Figure 1. Clock distribution.
Bar = 20 um.
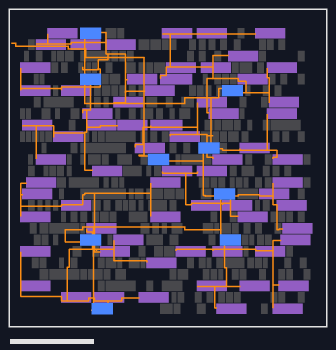
Figure 2. Metal 2.
Cells faint in the background.
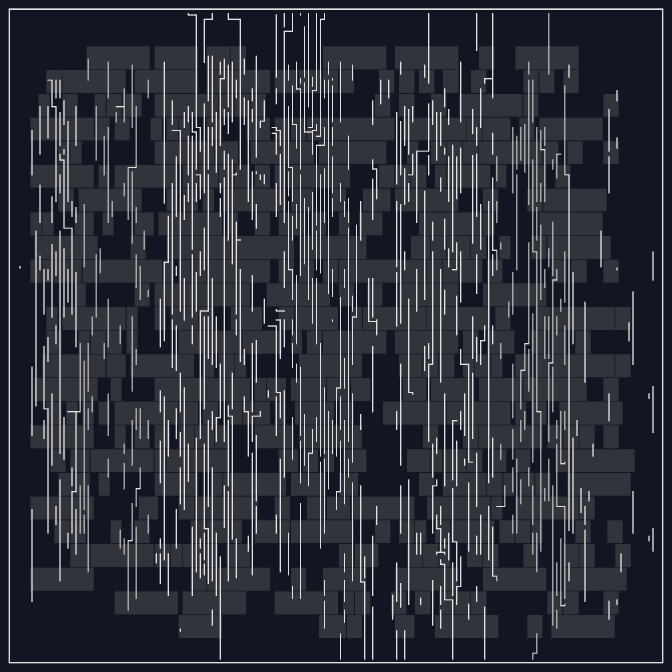
Figure 3. Logic cells by family.
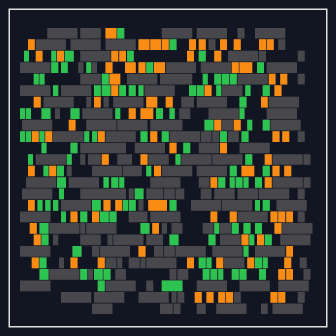
Figure 4. Cell outlines without signal wires.
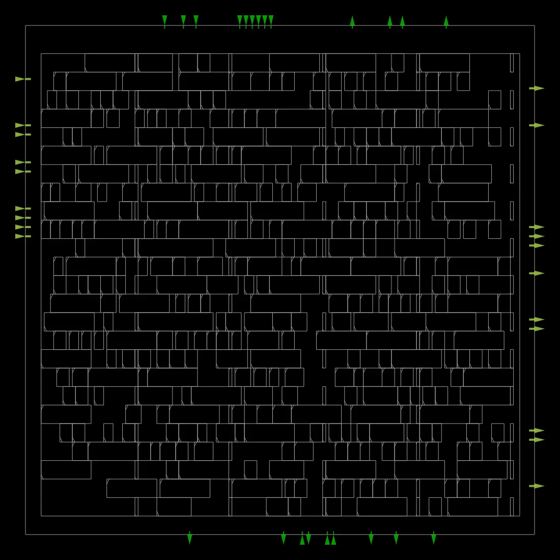
Figure 5. Placement by cell class.
Bar = 20 um.
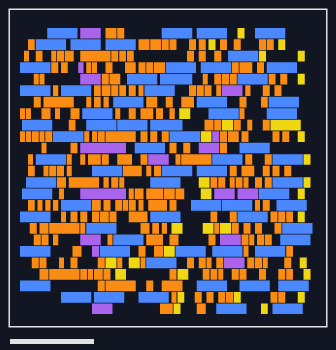
[config.mk]
export PLATFORM = sky130hd
export DESIGN_NAME = spm_seq_mul
export DESIGN_NICKNAME = d
export VERILOG_FILES = /design/src/rtl/spm_seq_mul.sv
export SDC_FILE = /design/constraint.sdc
export NUM_CORES = 1
export LEC_CHECK = 0
export CAP_MARGIN = 40
export CORE_MARGIN = 2
export CORE_UTILIZATION = 60
export DETAILED_ROUTE_END_ITERATION = 6
export DONT_BUFFER_PORTS = 1
export PLACE_DENSITY = 0.73
export RECOVER_POWER = 100
export SLEW_MARGIN = 10
export SYNTH_ARGS = -nofsm -noshare
export SYNTH_HDL_FRONTEND = slang
export SYNTH_SLANG_ARGS = --single-unit
[constraint.sdc]
create_clock -name clk -period 1.96 [get_ports clk]
set_input_delay 0.392 -clock clk [delete_from_list [all_inputs] [get_ports clk]]
set_output_delay 0.392 -clock clk [all_outputs]
set_load 0.1 [all_outputs]
[src/rtl/spm_seq_mul.sv]
// spm_seq_mul: serial-parallel multiplier with start/done handshake.
//
// The multiplicand is held in parallel, the multiplier is shifted in LSB-first,
// and the 2*WIDTH-bit product comes out serially LSB-first (p_serial/p_valid).
// It is also assembled into a parallel register (product). One result every
// 2*WIDTH+1 cycles when start is held high. Unsigned or two's-complement signed
// operation is selected per operation; the signed path is only built when
// SIGNED_EN=1.
//
// Ports:
//   clk          rising-edge clock
//   rst          synchronous active-high reset (overrides clr and start)
//   clr          synchronous abort back to IDLE (clears product and the CSA)
//   start        operation request, taken when ready=1
//   signed_mode  1 = two's-complement operands, latched on accepted start
//   multiplicand parallel operand x, latched on accepted start
//   multiplier   operand y, latched on accepted start and serialised
//   ready        high in IDLE and DONE
//   busy         high in RUN
//   p_serial     current product bit, LSB-first
//   p_valid      qualifies p_serial
//   product      parallel product, updated at the RUN->DONE edge
//   done         one-cycle pulse when product is valid
module spm_seq_mul #(
  parameter int unsigned WIDTH     = 8,
  parameter bit          SIGNED_EN = 1'b1
) (
  input  logic                 clk,
  input  logic                 rst,
  input  logic                 clr,
  input  logic                 start,
  input  logic                 signed_mode,
  input  logic [WIDTH-1:0]     multiplicand,
  input  logic [WIDTH-1:0]     multiplier,
  output logic                 ready,
  output logic                 busy,
  output logic                 p_serial,
  output logic                 p_valid,
  output logic [2*WIDTH-1:0]   product,
  output logic                 done
);

  localparam int unsigned PW = 2 * WIDTH;
  localparam int unsigned CW = $clog2(PW);

  typedef enum logic [1:0] {
    S_IDLE,
    S_RUN,
    S_DONE
  } state_t;

  state_t            state_q;
  logic [WIDTH-1:0]  x_q;
  logic [WIDTH-1:0]  y_sr_q, y_sr_d;
  logic              mode_q;
  logic [CW-1:0]     cnt_q;
  logic [WIDTH-1:0]  sum_q, sum_d;
  logic [WIDTH-1:0]  carry_q, carry_d;
  logic [PW-1:0]     prod_sr_q, prod_sr_d;
  logic [PW-1:0]     product_q;

  logic [WIDTH-1:0]  pp;
  logic [WIDTH-1:0]  sin;
  logic [WIDTH-1:0]  fa_s;
  logic [WIDTH-1:0]  fa_c;
  logic              last_run;

  // Carry-save array. Each cycle stage k adds partial-product bit k, the sum
  // from stage k+1 (right shift) and its own stored carry; stage 0's sum is
  // the product bit leaving this cycle.
  // Signed mode: the top stage adds (1 - x[W-1]&ybit) instead of the negative
  // weight -x[W-1]&ybit. The constant +2^(W-1) this adds every cycle sums to
  // -2^(W-1) mod 2^(2W), cancelled by injecting one +2^(W-1) into the top
  // stage on the first RUN cycle (its sum input is otherwise always 0).
  always_comb begin
    pp  = '0;
    sin = sum_q;
    for (int unsigned k = 0; k < WIDTH; k++) begin
      pp[k] = x_q[k] & y_sr_q[0];
    end
    if (mode_q) begin
      pp[WIDTH-1]  = ~pp[WIDTH-1];
      sin[WIDTH-1] = sum_q[WIDTH-1] | (cnt_q == '0);
    end
    fa_s      = pp ^ sin ^ carry_q;
    fa_c      = (pp & sin) | (pp & carry_q) | (sin & carry_q);
    sum_d     = {1'b0, fa_s[WIDTH-1:1]};
    carry_d   = fa_c;
    // Sign-extend the multiplier in signed mode, zero-fill otherwise.
    y_sr_d    = {mode_q & y_sr_q[WIDTH-1], y_sr_q[WIDTH-1:1]};
    prod_sr_d = {fa_s[0], prod_sr_q[PW-1:1]};
  end

  assign last_run = (cnt_q == CW'(PW - 1));

  always_ff @(posedge clk) begin
    if (rst || clr) begin
      state_q   <= S_IDLE;
      x_q       <= '0;
      y_sr_q    <= '0;
      mode_q    <= 1'b0;
      cnt_q     <= '0;
      sum_q     <= '0;
      carry_q   <= '0;
      prod_sr_q <= '0;
      product_q <= '0;
    end else begin
      case (state_q)
        S_IDLE, S_DONE: begin
          if (start) begin
            state_q   <= S_RUN;
            x_q       <= multiplicand;
            y_sr_q    <= multiplier;
            mode_q    <= signed_mode & SIGNED_EN;
            cnt_q     <= '0;
            sum_q     <= '0;
            carry_q   <= '0;
            prod_sr_q <= '0;
          end else begin
            state_q <= S_IDLE;
          end
        end
        S_RUN: begin
          y_sr_q    <= y_sr_d;
          sum_q     <= sum_d;
          carry_q   <= carry_d;
          prod_sr_q <= prod_sr_d;
          cnt_q     <= cnt_q + 1'b1;
          if (last_run) begin
            state_q   <= S_DONE;
            product_q <= prod_sr_d;
          end
        end
        default: state_q <= S_IDLE;
      endcase
    end
  end

  assign ready    = (state_q == S_IDLE) || (state_q == S_DONE);
  assign busy     = (state_q == S_RUN);
  assign p_valid  = (state_q == S_RUN);
  assign p_serial = (state_q == S_RUN) & fa_s[0];
  assign done     = (state_q == S_DONE);
  assign product  = product_q;

endmodule

==> notes.org <==
#+TITLE: Flow metrics

** Run status
- The checks that failed: negative setup slack.
- The flow ran to the end, but the final reports show violations.

** GRT
- Most crowded layer after global routing :: met2
- Vias in the first global route :: 2313
- Antenna violations before repair :: 0
- The global routing report lists met2 layer usage as 42.1%.
- Global routing used 4.15% of the available met3 tracks.

** Yosys
- For this run, the leading register cell type out of synthesis is sky130_fd_sc_hd__dfxtp_1.
- Ys Warns :: 0
- For reference, the top cells by area after synthesis are sky130_fd_sc_hd__dfxtp_1, sky130_fd_sc_hd__a21oi_1, sky130_fd_sc_hd__nand3_1.
- Yosys mapped the design onto 35 distinct sky130hd cell types.
- Mapped Area :: 3010 um^2
- The most common cell in the synthesized netlist is sky130_fd_sc_hd__dfxtp_1.
- After technology mapping, the gate count stands at 350.

** Power
- Internal power comes to 2.23 mW.
- Switching power total :: 650 uW
- Cell Pwr Density :: 871 nW/um^2
- Worst VDD drop :: 0.522 mV
- In this run, flip-flops and latches consume 49.4% of the power.

** Routing
- The detail route stage leaves a number of antenna-violating nets equal to 0.
- Via count :: 2403
- TritonRoute output was used to compute an average wire per cell of 13.7 um.
- For this run, design rule violations remaining after detail routing come to 0.
- Using the TritonRoute via totals, the vias-per-cell ratio works out to 5.55.

** STA
- Final WS setup :: -105 ps
- Final setup fails :: 1
- Setup TNS :: -105 ps
- After layout, the minimum clock period comes to 2070 ps.
- Clock skew on the completed layout was measured at 5.93 ps.

** Clock network
- Hold-fix buffers, CTS :: 0
- Clock latency on the worst-skew pair :: 340 ps

** Die
- In this run the horizontal extent of the chip is 74.9 um.
- In this run the full chip footprint comes out at 5600 um^2.
- Number of top-level design ports :: 42

** Flow run
- Number of maximum-capacitance constraint violations :: 0

** Setup path
- Required time of the critical path :: 1570 ps
- Of all nets on the critical path, the largest fanout is 2.
- Cell chain of the critical path :: and2_4 -> fa_1 -> nand2_2 -> clkinvlp_4 -> buf_12

** Place
- Summed over all nets, the half-perimeter wirelength after detailed placement is 3760 um.
- Port buffer count :: 0

** Layout
- Antenna Diode Count :: 0
- Filler instances :: 431

** Hold path
- Min-Delay Path Class :: primary input to flop
Notes on Figure 1 above:
Key: clock drivers = blue [count 9]; flip-flops = purple [count 69]; clock wires = orange [length 831 um]
Position of the flops: all over the die.

Notes on Figure 2 above:
The wires run mostly vertical. The longest straight run is 40.8 um.

Notes on Figure 3 above:
Key: inverting AOI/OAI gates = orange [cells 92, where all over the die]; NAND gates = green [cells 117, where all over the die]

Notes on Figure 4 above:
area of the core: 4790 um^2
number of cell rows: 25

Notes on Figure 5 above:
Key: clock drivers and dummy loads = purple [cells 16, share of their area 7.0%]; combinational and other logic = orange [cells 249, share of their area 44%]; flops = blue [cells 69, share of their area 43%]; other buffers and delay cells = yellow [cells 32, share of their area 6.4%]
area of all placed cells without fillers: 3310 um^2
Final Core Density: 69.1%
Seq area share: 41.8%

==> state kept, by name, indices dropped and copies added, names as in the netlist <==
name,flops
prod_sr_q,15
state_q,2
y_sr_q,8
sum_q,7
x_q,8
cnt_q,4
product,16
carry_q,8
mode_q,1
==> per-stage QoR <==
step	instances	hold slack, ps	util [%]
final	433	184	69.1
after global routing	433	180	69.1
after CTS	432	174	70.4
after detailed placement	415	451	65.4
after global placement	415	443	65.4
after floorplan	350	432	-
==> per-layer routing <==
layer	part of all wire, %	vias up
li1	-	1202
met1	44	1152
met2	51	43
met3	4.0	6
met4	0.88	0
met5	0	-
==> repair_timing <==
| item | in CTS | in global routing |
|---|---|---|
| gates resized | 3 | 1 |
| buffers inserted | 1 | 1 |
| setup endpoints to repair | 1 | 1 |
| pin swaps | 2 | 1 |
| hold endpoints to repair | 0 | 0 |
==> cell usage in the layout (no fill, tap or decap), types with 2 or more instances in the layout <==
cell                        count
sky130_fd_sc_hd__nand2_1       44
sky130_fd_sc_hd__clkbuf_2      18
sky130_fd_sc_hd__nand3_1       57
sky130_fd_sc_hd__a21oi_1       65
sky130_fd_sc_hd__dfxtp_1       67
sky130_fd_sc_hd__nand2b_1      13
sky130_fd_sc_hd__buf_4         12
sky130_fd_sc_hd__clkinv_2       3
sky130_fd_sc_hd__ha_1           2
sky130_fd_sc_hd__inv_1         15
sky130_fd_sc_hd__nor2_1         2
sky130_fd_sc_hd__a21oi_2        2
sky130_fd_sc_hd__fa_1           8
sky130_fd_sc_hd__a22oi_1        7
sky130_fd_sc_hd__dfxtp_2        2
sky130_fd_sc_hd__clkbuf_8      11
sky130_fd_sc_hd__bufinv_16      2
sky130_fd_sc_hd__o21ai_0       16
==> power groups by stage <==
| stage | Clock, mW | Sequential, mW | Combinational, mW |
|---|---|---|---|
| after CTS | 1.32 | 1.42 | 0.167 |
| after global placement | 0 | 1.45 | 0.166 |
| final | 1.30 | 1.42 | 0.159 |
| after floorplan | 0 | 1.45 | 0.150 |
| after global routing | 1.37 | 1.42 | 0.174 |
| after detailed placement | 0 | 1.45 | 0.166 |
==> path summary, 6_finish.rpt <==
check / from / to / cells after the start / slack [ps]
min: multiplicand[6] / x_q[6] / 2 / 180
max: y_sr_q[0] / p_serial / 5 / -110
max reg2reg: state_q[0] / y_sr_q[0] / 4 / 120
min reg2reg: x_q[0] / x_q[0] / 2 / 460
==> cell families (layout without fill, tap and decap cells) <==
group / count (synthesis) / count (layout) / share of synthesized area, %
adders and majority gates: 10 / 10 / 6.15
muxes: 2 / 2 / 0.872
and+or+nand+nor: 127 / 127 / 20.7
xor gates and xnor gates: 1 / 1 / 0.291
DFF: 69 / 69 / 45.8
AOI/OAI and AO/OA: 92 / 92 / 16.6
buffers and inverters: 49 / 65 / 9.51
==> critical path, delay by kind of cell, from the launching register on <==
family / cells / cell delay, ps
buf+inv: 2 / 280
flops: 1 / 320
simple gates: 2 / 260
fa+ha+maj: 1 / 480
==> cell type report <==
cell class,count,share of cell area [%]
Sequential cell,69,41.8
Multi-Input combinational cell,232,40.4
Timing Repair Buffer,32,6.28
Clock buffer,12,4.69
Tap cell,67,2.53
Clock inverter,4,2.12
Inverter,17,2.08
Power figures rest on the tool's default switching activity, not on a simulated workload.
